--- config.mk ---
export PLATFORM = sky130hd
export DESIGN_NAME = lcd_bus_decoder
export DESIGN_NICKNAME = d
export VERILOG_FILES = /design/src/rtl/lcd_bus_decoder.sv
export SDC_FILE = /design/constraint.sdc
export NUM_CORES = 1
export LEC_CHECK = 0
export CAP_MARGIN = 30
export CORE_MARGIN = 2
export CORE_UTILIZATION = 45
export DETAILED_ROUTE_END_ITERATION = 10
export GPL_TIMING_DRIVEN = 0
export PLACE_DENSITY = 0.83
export SYNTH_ARGS = -nofsm -noshare
export SYNTH_HDL_FRONTEND = slang
export SYNTH_SLANG_ARGS = --single-unit
export TNS_END_PERCENT = 1
--- constraint.sdc ---
create_clock -name clk -period 1.95 [get_ports clk]
set_input_delay 0.39 -clock clk [delete_from_list [all_inputs] [get_ports clk]]
set_output_delay 0.39 -clock clk [all_outputs]
set_load 0.005 [all_outputs]
--- src/rtl/lcd_bus_decoder.sv ---
// lcd_bus_decoder: receive side of the 4-bit HD44780-style LCD bus.
// Synchronizes the bus, detects filtered LCD_E falling edges, pairs nibbles
// into bytes, decodes the command subset and keeps a 2x16 shadow display.
// Optional build macro LCD_DEC_ERR_CNT_EN adds a saturating 8-bit count of
// protocol errors on port err_cnt.
module lcd_bus_decoder #(
   parameter int SYNC_STAGES = 2,
   parameter int E_MIN_HIGH  = 2
) (
   input  logic         clk,
   input  logic         reset_n,
   input  logic         LCD_E,
   input  logic         LCD_RS,
   input  logic         LCD_RW,
   input  logic [3:0]   LCD_D,
   output logic [0:127] row_A,
   output logic [0:127] row_B,
   output logic         byte_valid,
   output logic [7:0]   byte_data,
   output logic         byte_rs,
   output logic         frame_update,
   output logic         proto_err
`ifdef LCD_DEC_ERR_CNT_EN
   ,
   output logic [7:0]   err_cnt
`endif
);

   // High-time counter only needs to reach E_MIN_HIGH, then it saturates.
   localparam int HW = (E_MIN_HIGH < 2) ? 1 : $clog2(E_MIN_HIGH + 1);
   localparam logic [HW-1:0] HMAX = HW'(E_MIN_HIGH);
   localparam logic [0:127]  BLANK_ROW = {16{8'h20}};

   typedef enum logic [1:0] {
      S_MODE8 = 2'd0,
      S_HI    = 2'd1,
      S_LO    = 2'd2
   } state_t;

   // Bus bundle layout: {E, RS, RW, D[3:0]}
   logic [6:0] bus_raw;
   logic [6:0] sync_q [SYNC_STAGES];
   logic [6:0] bus_s;
   logic       e_s;

   logic [HW-1:0] hcnt_q, hcnt_d;
   logic          last_rs_q;
   logic          last_rw_q;
   logic [3:0]    last_d_q;
   logic          strobe;

   state_t     state_q, state_d;
   logic [3:0] hi_nib_q, hi_nib_d;
   logic       hi_rs_q, hi_rs_d;
   logic       byte_fire;
   logic       byte_err;
   logic [7:0] new_byte;

   logic [0:127] row_a_q, row_a_d;
   logic [0:127] row_b_q, row_b_d;
   logic [6:0]   addr_q, addr_d;
   logic         inc_q, inc_d;
   logic         frame_d;

   logic         byte_valid_q;
   logic [7:0]   byte_data_q;
   logic         byte_rs_q;
   logic         frame_update_q;
   logic         proto_err_q;

   assign bus_raw = {LCD_E, LCD_RS, LCD_RW, LCD_D};
   assign bus_s   = sync_q[SYNC_STAGES-1];
   assign e_s     = bus_s[6];

   // Synchronizer chain: every bus wire goes through SYNC_STAGES flops.
   always_ff @(posedge clk or negedge reset_n) begin
      if (!reset_n) begin
         for (int i = 0; i < SYNC_STAGES; i++) sync_q[i] <= '0;
      end else begin
         sync_q[0] <= bus_raw;
         for (int i = 1; i < SYNC_STAGES; i++) sync_q[i] <= sync_q[i-1];
      end
   end

   // Count consecutive E-high cycles, saturating at the acceptance threshold.
   always_comb begin
      hcnt_d = '0;
      if (e_s) hcnt_d = (hcnt_q == HMAX) ? hcnt_q : hcnt_q + 1'b1;
   end

   // Track E-high time and remember the bus contents of the last E-high cycle.
   always_ff @(posedge clk or negedge reset_n) begin
      if (!reset_n) begin
         hcnt_q    <= '0;
         last_rs_q <= 1'b0;
         last_rw_q <= 1'b0;
         last_d_q  <= 4'h0;
      end else begin
         hcnt_q <= hcnt_d;
         if (e_s) begin
            last_rs_q <= bus_s[5];
            last_rw_q <= bus_s[4];
            last_d_q  <= bus_s[3:0];
         end
      end
   end

   // A non-zero counter implies E was high last cycle, so E low now is a fall.
   assign strobe   = !e_s && (hcnt_q == HMAX);
   assign new_byte = {hi_nib_q, last_d_q};

   // Nibble-pairing FSM: next state, nibble latch and byte/error events.
   always_comb begin
      state_d   = state_q;
      hi_nib_d  = hi_nib_q;
      hi_rs_d   = hi_rs_q;
      byte_fire = 1'b0;
      byte_err  = 1'b0;
      if (strobe) begin
         if (last_rw_q) begin
            // Reads are not part of the driver protocol; pairing is untouched.
            byte_err = 1'b1;
         end else begin
            case (state_q)
               S_MODE8: begin
                  if (last_rs_q)              byte_err = 1'b1;
                  else if (last_d_q == 4'h2)  state_d  = S_HI;
               end
               S_HI: begin
                  hi_nib_d = last_d_q;
                  hi_rs_d  = last_rs_q;
                  state_d  = S_LO;
               end
               S_LO: begin
                  if (last_rs_q == hi_rs_q) byte_fire = 1'b1;
                  else                      byte_err  = 1'b1;
                  state_d = S_HI;
               end
               default: state_d = S_MODE8;
            endcase
         end
      end
   end

   // FSM state and high-nibble holding registers.
   always_ff @(posedge clk or negedge reset_n) begin
      if (!reset_n) begin
         state_q  <= S_MODE8;
         hi_nib_q <= 4'h0;
         hi_rs_q  <= 1'b0;
      end else begin
         state_q  <= state_d;
         hi_nib_q <= hi_nib_d;
         hi_rs_q  <= hi_rs_d;
      end
   end

   // DDRAM address auto-step, following the two-line 0x00-0x27/0x40-0x67 map.
   function automatic logic [6:0] addr_step(input logic [6:0] a, input logic up);
      logic [6:0] r;
      if (up) begin
         case (a)
            7'h27:   r = 7'h40;
            7'h67:   r = 7'h00;
            default: r = a + 7'd1;
         endcase
      end else begin
         case (a)
            7'h00:   r = 7'h67;
            7'h40:   r = 7'h27;
            default: r = a - 7'd1;
         endcase
      end
      return r;
   endfunction

   // Byte interpretation: data writes into the shadow rows, command decode.
   always_comb begin
      row_a_d = row_a_q;
      row_b_d = row_b_q;
      addr_d  = addr_q;
      inc_d   = inc_q;
      frame_d = 1'b0;
      if (byte_fire) begin
         if (hi_rs_q) begin
            if (addr_q[6:4] == 3'b000)
               row_a_d[{addr_q[3:0], 3'b000} +: 8] = new_byte;
            else if (addr_q[6:4] == 3'b100)
               row_b_d[{addr_q[3:0], 3'b000} +: 8] = new_byte;
            frame_d = (addr_q == 7'h4F);
            addr_d  = addr_step(addr_q, inc_q);
         end else begin
            casez (new_byte)
               8'b1???????: addr_d = new_byte[6:0];
               8'b01??????: begin end   // CGRAM address
               8'b001?????: begin end   // function set
               8'b0001????: begin end   // cursor/display shift
               8'b00001???: begin end   // display on/off
               8'b000001??: inc_d = new_byte[1];
               8'b0000001?: addr_d = 7'h00;
               8'b00000001: begin
                  row_a_d = BLANK_ROW;
                  row_b_d = BLANK_ROW;
                  addr_d  = 7'h00;
                  inc_d   = 1'b1;
               end
               default: begin end
            endcase
         end
      end
   end

   // Shadow display, address/entry mode and one-cycle event outputs.
   always_ff @(posedge clk or negedge reset_n) begin
      if (!reset_n) begin
         row_a_q        <= BLANK_ROW;
         row_b_q        <= BLANK_ROW;
         addr_q         <= 7'h00;
         inc_q          <= 1'b1;
         byte_valid_q   <= 1'b0;
         byte_data_q    <= 8'h00;
         byte_rs_q      <= 1'b0;
         frame_update_q <= 1'b0;
         proto_err_q    <= 1'b0;
      end else begin
         row_a_q        <= row_a_d;
         row_b_q        <= row_b_d;
         addr_q         <= addr_d;
         inc_q          <= inc_d;
         byte_valid_q   <= byte_fire;
         frame_update_q <= frame_d;
         proto_err_q    <= byte_err;
         if (byte_fire) begin
            byte_data_q <= new_byte;
            byte_rs_q   <= hi_rs_q;
         end
      end
   end

`ifdef LCD_DEC_ERR_CNT_EN
   logic [7:0] err_cnt_q;

   // Saturating count of protocol errors since reset.
   always_ff @(posedge clk or negedge reset_n) begin
      if (!reset_n)                            err_cnt_q <= 8'h00;
      else if (byte_err && err_cnt_q != 8'hFF) err_cnt_q <= err_cnt_q + 8'd1;
   end

   assign err_cnt = err_cnt_q;
`endif

   assign row_A        = row_a_q;
   assign row_B        = row_b_q;
   assign byte_valid   = byte_valid_q;
   assign byte_data    = byte_data_q;
   assign byte_rs      = byte_rs_q;
   assign frame_update = frame_update_q;
   assign proto_err    = proto_err_q;

endmodule
run_1/class_map.png
Scale: 3 px per um. Fill, decap, tap and diode cells in grey.
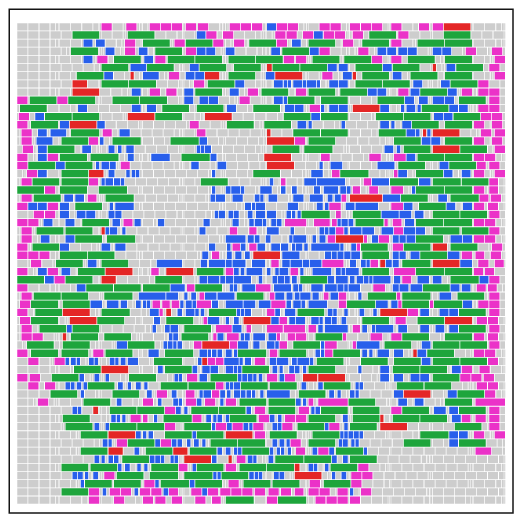
[remaining logic cells] blue | cells: 669 | share of their area: 28%
[remaining buffers and delay cells] magenta | cells: 355 | share of their area: 20%
[clock drivers and dummy loads] red | cells: 56 | share of their area: 5.9%
[registers] green | cells: 305 | share of their area: 46%
fin util: 0.656
CORE AREA: 26100 um^2
flop share of the area: 0.448
row count: 59

run_1/ff_map.png
Scale: 3 px per um. Other sequential cells in the stronger grey, the rest of the logic in the fainter grey.
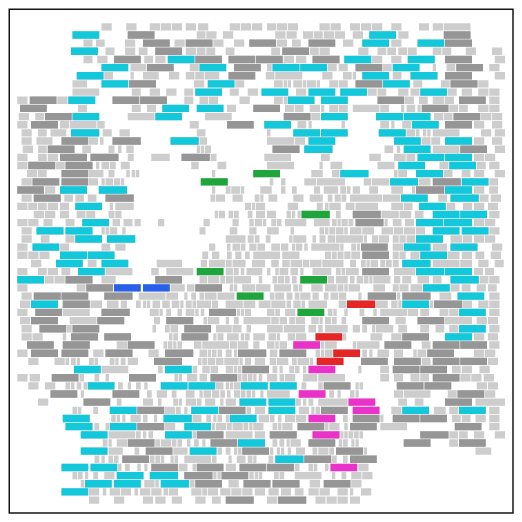
[hcnt_q] blue | sequential cells: 2
[row_B] cyan | sequential cells: 128 | where: widely spread
[addr_q] green | sequential cells: 7 | where: middle
[byte_data] magenta | sequential cells: 8
[hi_nib_q] red | sequential cells: 4
not coloured: 156
Register Area: 7680 um^2
P_seq: 6510 uW

run_1/clock_wires.png
Scale: 3 px per um.
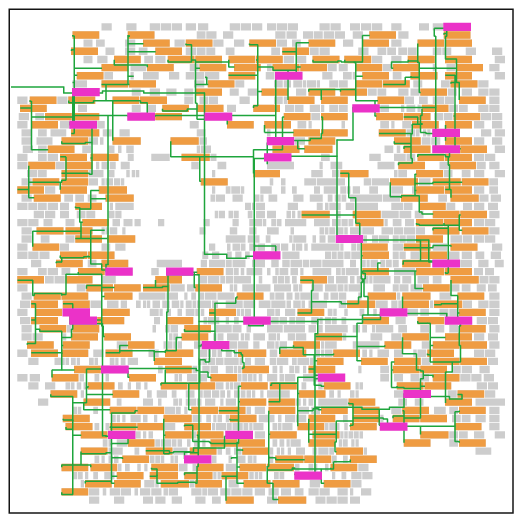
[clock-net drivers] magenta | count: 30
[clock wires] green | length: 3450 um
[flip-flops] orange | count: 305
routed clock nets: 31
flops lie: widely spread
Skew-Pair Late Insertion Delay: 0.56 ns
clock network power: 5730 uW
Clock Skews: 0.0178 ns
Clk pwr share: 0.434

run_1/congestion_map.png
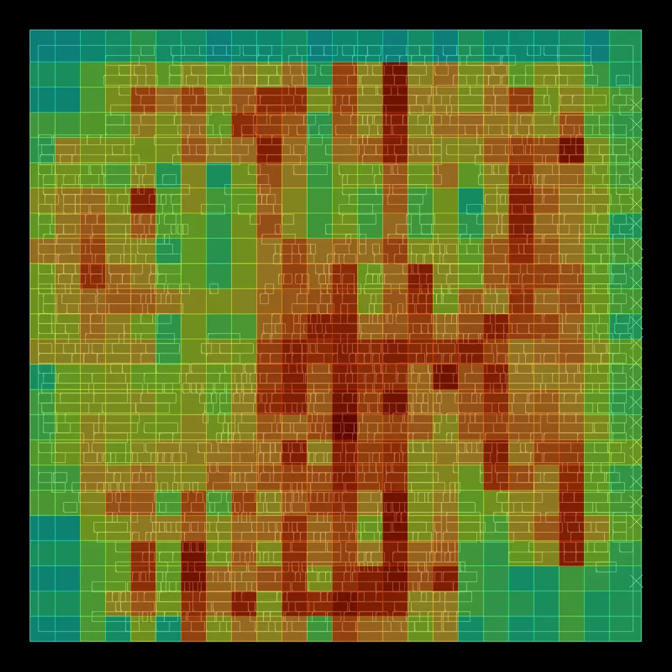
DR WL/cell: 22.6 um
gr usage total: 0.275
M2 GR Usage: 0.441

[run 1: path summary, 6_finish.rpt]
path / slack (ns) / endpoint / startpoint
max: -0.19 / addr_q[2] / hcnt_q[0]
min: -0.20 / row_A[48] / reset_n
max reg2reg: -0.19 / addr_q[2] / hcnt_q[0]
min reg2reg: 0.35 / bus_s[4] / sync_q[11]
max in group asynchronous: 0.64 / last_rs_q / reset_n
min in group clk: 0.27 / sync_q[9] / LCD_D[2]
[run 1: cell families (layout without fill, tap and decap cells)]
family                   Yosys count  in the layout
AND/OR/NAND/NOR                  276            276
flip-flops                       305            305
AND-OR/OR-AND                    319            319
adder cells (fa/ha/maj)            8              8
XOR/XNOR                           4              4
buffers and inverters             84            451
multiplexers                      22             22
==> results.cfg, run 1 <==
; flow metrics
[status]
status = finished with violations
violations = DRC, hold timing, setup timing

[logic_synthesis]
synth_area_um2 = 12000
edf_count = 0
syn_inst = 1018
yosysWarnings = 0
flop_cell = dfrtp_1
ys_sh_mux = 0.0204
aoi_share = 0.192
synthArstFlopShare = 1.00
topCellsByArea = dfrtp_1 (57%), dfstp_2 (7.2%), a22o_1 (6.2%)
top_area_cell = dfrtp_1
ys_sh_simple = 0.111
ys_top_cells_by_count = dfrtp_1 (272), nand2_1 (166), o21ai_0 (106)
ys_top_logic_family = AND-OR/OR-AND gates
synth.most_common_cell = dfrtp_1
ys_ff = 305
synth-xor-area-share = 0.00291
synth-area-yosys_um2 = 12000
ys_sh_adder = 0.00833
ys_cells = 1018
ys_seq_frac = 0.638
avgSynthCellArea_um2 = 11.8
synth_nets = 1035
top_area_frac = 0.566
synth.distinct_cells = 57

[setup_path]
cp.depth = 7
start_kind = flip-flop
cp.required_ns = 2.37
cp_slowest_cell = or4b_4
critPathKind = flip-flop to flip-flop
path_cells = inv_2 -> ha_4 -> or4b_4 -> nor2_4 -> a22oi_1 -> clkbuf_8 -> o32a_1
max_stage_delay_ns = 0.51
crit_buf_inv = 2
path_max_fanout = 10
crit_arrival_ns = 2.56
cpLargestDelayFamily = simple AND/OR/NAND/NOR gates
rr_worst_depth = 7
endpoint_kind = flip-flop

[layout]
combAreaFraction = 0.262
seq_cell_count = 305
nClkBuffers = 49
drive_gt1_frac = 0.197
logic_gate_count = 629
nFillCells = 1969
mi_logic_area_um2 = 4500
fin_area_um2 = 17100
syn2layout_area_growth_pct = 42.6
buf_share = 0.199
final_layout_top_logic_cell = dfrtp_1
nets = 1378
clkCellAreaFrac = 0.0574
mostFrequentLayoutCells = dfrtp_1 (267), clkdlybuf4s50_1 (243), nand2_1 (132)
largestClassByArea = sequential cells
antennaDiodeCount = 0
n_all_buffers = 355
inv_count = 40
fin_cells = 1720

[grt]
grt_use_met1 = 0.373
antenna_found_initial = 0
gr-total-overflow = 0
grt_max_degree = 132
grt_pass1_vias = 10200
grt_pass1_wl_um = 60400
grt.busiest_layer = met2
use_met3 = 0.0499

[route]
highest_layer = met4
drtPass1Iterations = 8
viasPerCell = 5.85
drt-total-wl_um = 38800
met1Wirelength_um = 15500
dr_total_vias = 10100
drc = 23
ant_nets = 0
wl_met3_um = 3270
drt_iter0_markers = 1027
wl_met2_um = 18600

[floorplan]
die-area_um2 = 28000
pin_count = 277
fp_util = 0.460
die_w_um = 167
n_tap_cell = 335
die_h_um = 167

[sta]
setup_viol = 242
max_slew_margin = 0.466
fin_crit_ns = 2.14
drv_slew = 0
hold-worst-slack_ns = -0.205
rsz0062_at_grt = yes
worst_pin_slew_ns = 0.801
fmax_mhz = 467
timing.final.crit_share = 1.10
finalHoldViolations = 74
setup_ws_ns = -0.190
finalSetupTns_ns = -23.27

[power]
combPwrFrac = 0.073
p_switching_uw = 3140
power_leakage_uw = 0.00746
seqPwrFrac = 0.493
p_sw_frac = 0.238
p_per_area_nw_per_um2 = 770
power_leader = sequential cells
powerComb_uw = 970
ir_drop_mv = 0.835
total_power_uw = 13200
p_int_uw = 10100

[cts]
cts_tree = done
cts_repair_resize_count = 206
cts_buffers = 30
ctsHtreeMaxLevel = 1
clk_path_buf_depth = 3
root_buffer = clkbuf_16
cts_setup_buffers = 25
clkSinkCount = 305
clk_pin_slew_ns = 0.06

[placement]
dp_hpwl_um = 26200
io_buffers = 276
place.gp.congestion = 0.939
place_ws_ns = -0.976
placed_cell_area_um2 = 15300
placed_cells = 1631

[flow_run]
warning_count = 38
max_cap_viol_count = 0

[worst_hold_path]
hp-class = input pin to async pin
==> run 2: changes to the inputs <==
- CTS_CLUSTER_DIAMETER: default -> 120
- SLEW_MARGIN: default -> 20
==> results.cfg, run 2 <==
; flow metrics
[setup_path]
cp_slowest_cell = or4b_4
cp.required_ns = 2.43
path_cells = inv_2 -> ha_4 -> or4b_4 -> nor2_4 -> nand3_4 -> buf_12 -> buf_6 -> nor3_4 -> buf_12 -> a22o_1
crit_arrival_ns = 2.69
max_stage_delay_ns = 0.51
r2r_end = row_B[115]
cp.depth = 10
crit_buf_inv = 4
endpoint_kind = flip-flop
path_max_fanout = 7
critPathKind = flip-flop to flip-flop
rr_worst_depth = 10
endpoint = row_B[115]
cpLargestDelayFamily = simple AND/OR/NAND/NOR gates
worstSetupStartpoint = hcnt_q[0]
crit_top_cell = buf_12
r2r_slack_ns = -0.26
rr_startpoint = hcnt_q[0]
start_kind = flip-flop

[power]
total_power_uw = 13500
power_leader = sequential cells
powerComb_uw = 995
clock_power_uw = 6010
p_int_uw = 10300
seqPwrFrac = 0.481
power_frac_clock = 0.445
p_per_area_nw_per_um2 = 784
power_leakage_uw = 0.00748
p_sw_frac = 0.235
combPwrFrac = 0.074
p_switching_uw = 3170
powerSeq_uw = 6500

[cts]
clk_pin_slew_ns = 0.06
cts_hold_buf = 1
clk_path_buf_depth = 3
clock_latency_ns = 0.56
cts_setup_buffers = 29
cts_buffers = 30
ctsHtreeMaxLevel = 1
cts_repair_resize_count = 172
clkSinkCount = 305
cts_tree = done
root_buffer = clkbuf_16

[grt]
track_usage = 0.274
antenna_found_initial = 0
grt_max_degree = 100
grt.busiest_layer = met2
grt_pass1_wl_um = 60300
gr-usage-met2 = 0.443
grt_use_met1 = 0.374
gr-total-overflow = 0
grt_pass1_vias = 10100
use_met3 = 0.0560

[logic_synthesis]
synthArstFlopShare = 1.00
flop_cell = dfrtp_1
synth_nets = 1035
edf_count = 0
synth-area-yosys_um2 = 12000
yosysWarnings = 0
ys_seq_frac = 0.638
ys_top_cells_by_count = dfrtp_1 (272), nand2_1 (166), o21ai_0 (106)
top_area_frac = 0.566
ys_ff = 305
synth.distinct_cells = 57
syn_inst = 1018
ys_cells = 1018
top_area_cell = dfrtp_1
topCellsByArea = dfrtp_1 (57%), dfstp_2 (7.2%), a22o_1 (6.2%)
synth_area_um2 = 12000
synth.most_common_cell = dfrtp_1
avgSynthCellArea_um2 = 11.8

[flow_run]
max_cap_viol_count = 0
warning_count = 34

[route]
ant_nets = 0
drc = 23
drt-total-wl_um = 38900
dr_total_vias = 10100
drt_iter0_markers = 996
met1Wirelength_um = 15700
wl_met2_um = 18600
avgRoutedWirePerCell_um = 22.6
viasPerCell = 5.89
drtPass1Iterations = 8
wl_met3_um = 3230
highest_layer = met4

[sta]
drv_slew = 0
finalHoldViolations = 0
finalSetupTns_ns = -35.68
rsz0062_at_grt = yes
timing.final.crit_share = 1.13
setup_ws_ns = -0.260
max_slew_margin = 0.439
fin_crit_ns = 2.21
hold-worst-slack_ns = 0.272
worst_pin_slew_ns = 0.841
fmax_mhz = 452
setup_viol = 257
clock_skew_ns = 0.0145

[floorplan]
core_area_um2 = 26100
die-area_um2 = 28000
fp-row-count = 59
fp_util = 0.460
pin_count = 277

[status]
status = finished with violations
violations = DRC, setup timing

[placement]
placed_cell_area_um2 = 15400
io_buffers = 276
place_ws_ns = -0.992
dp_hpwl_um = 26300
place.gp.congestion = 0.939
placed_cells = 1632

[layout]
drive_gt1_frac = 0.198
fin_cells = 1716
mostFrequentLayoutCells = dfrtp_1 (269), clkdlybuf4s50_1 (243), nand2_1 (127)
fin_area_um2 = 17200
syn2layout_area_growth_pct = 43.3
nets = 1374
antennaDiodeCount = 0
final_layout_top_logic_cell = dfrtp_1
fin_util = 0.659

[worst_hold_path]
hp-class = input pin to flip-flop
holdPathEnd = sync_q[9]
whs_path_depth = 1
hold_start = LCD_D[2]
run 2: cell counts after synthesis:
No cell type changed its count.
run 2: layout make-up:
cell class	instances	area, um^2
clock buffer	45	868
inverter	40	153
clock inverter	11	161
sequential	305	7680
fill	1903	8900
multi-input combinational	629	4540
timing repair buffer	313	3140
tap	335	419
buffer	38	274
run 2: kinds of logic (layout without fill, tap and decap cells):
logic type                 after synthesis  after routing  synth area share
AOI/OAI and AO/OA                      319            319             0.192
DFF                                    305            305             0.638
and+or+nand+nor                        276            276             0.111
buffers and inverters                   84            447            0.0272
muxes                                   22             22            0.0204
adders and majority gates                8              8           0.00833
xor gates and xnor gates                 4              4           0.00291
run_2/floorplan.png
Scale: 2 px per um. Pins as bars on the die edge.
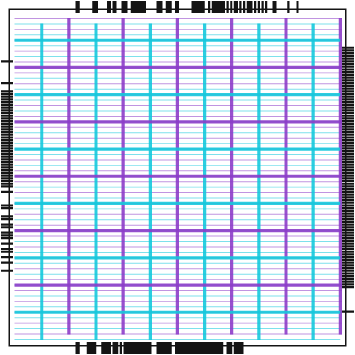
[VDD] purple
[VSS] cyan
signal pins: 277
met1 rails: 60
die width: 167 um
VDD IR-drop max: 0.633 mV
Die Ht: 167 um

Power is estimated from default activity; no workload was simulated.
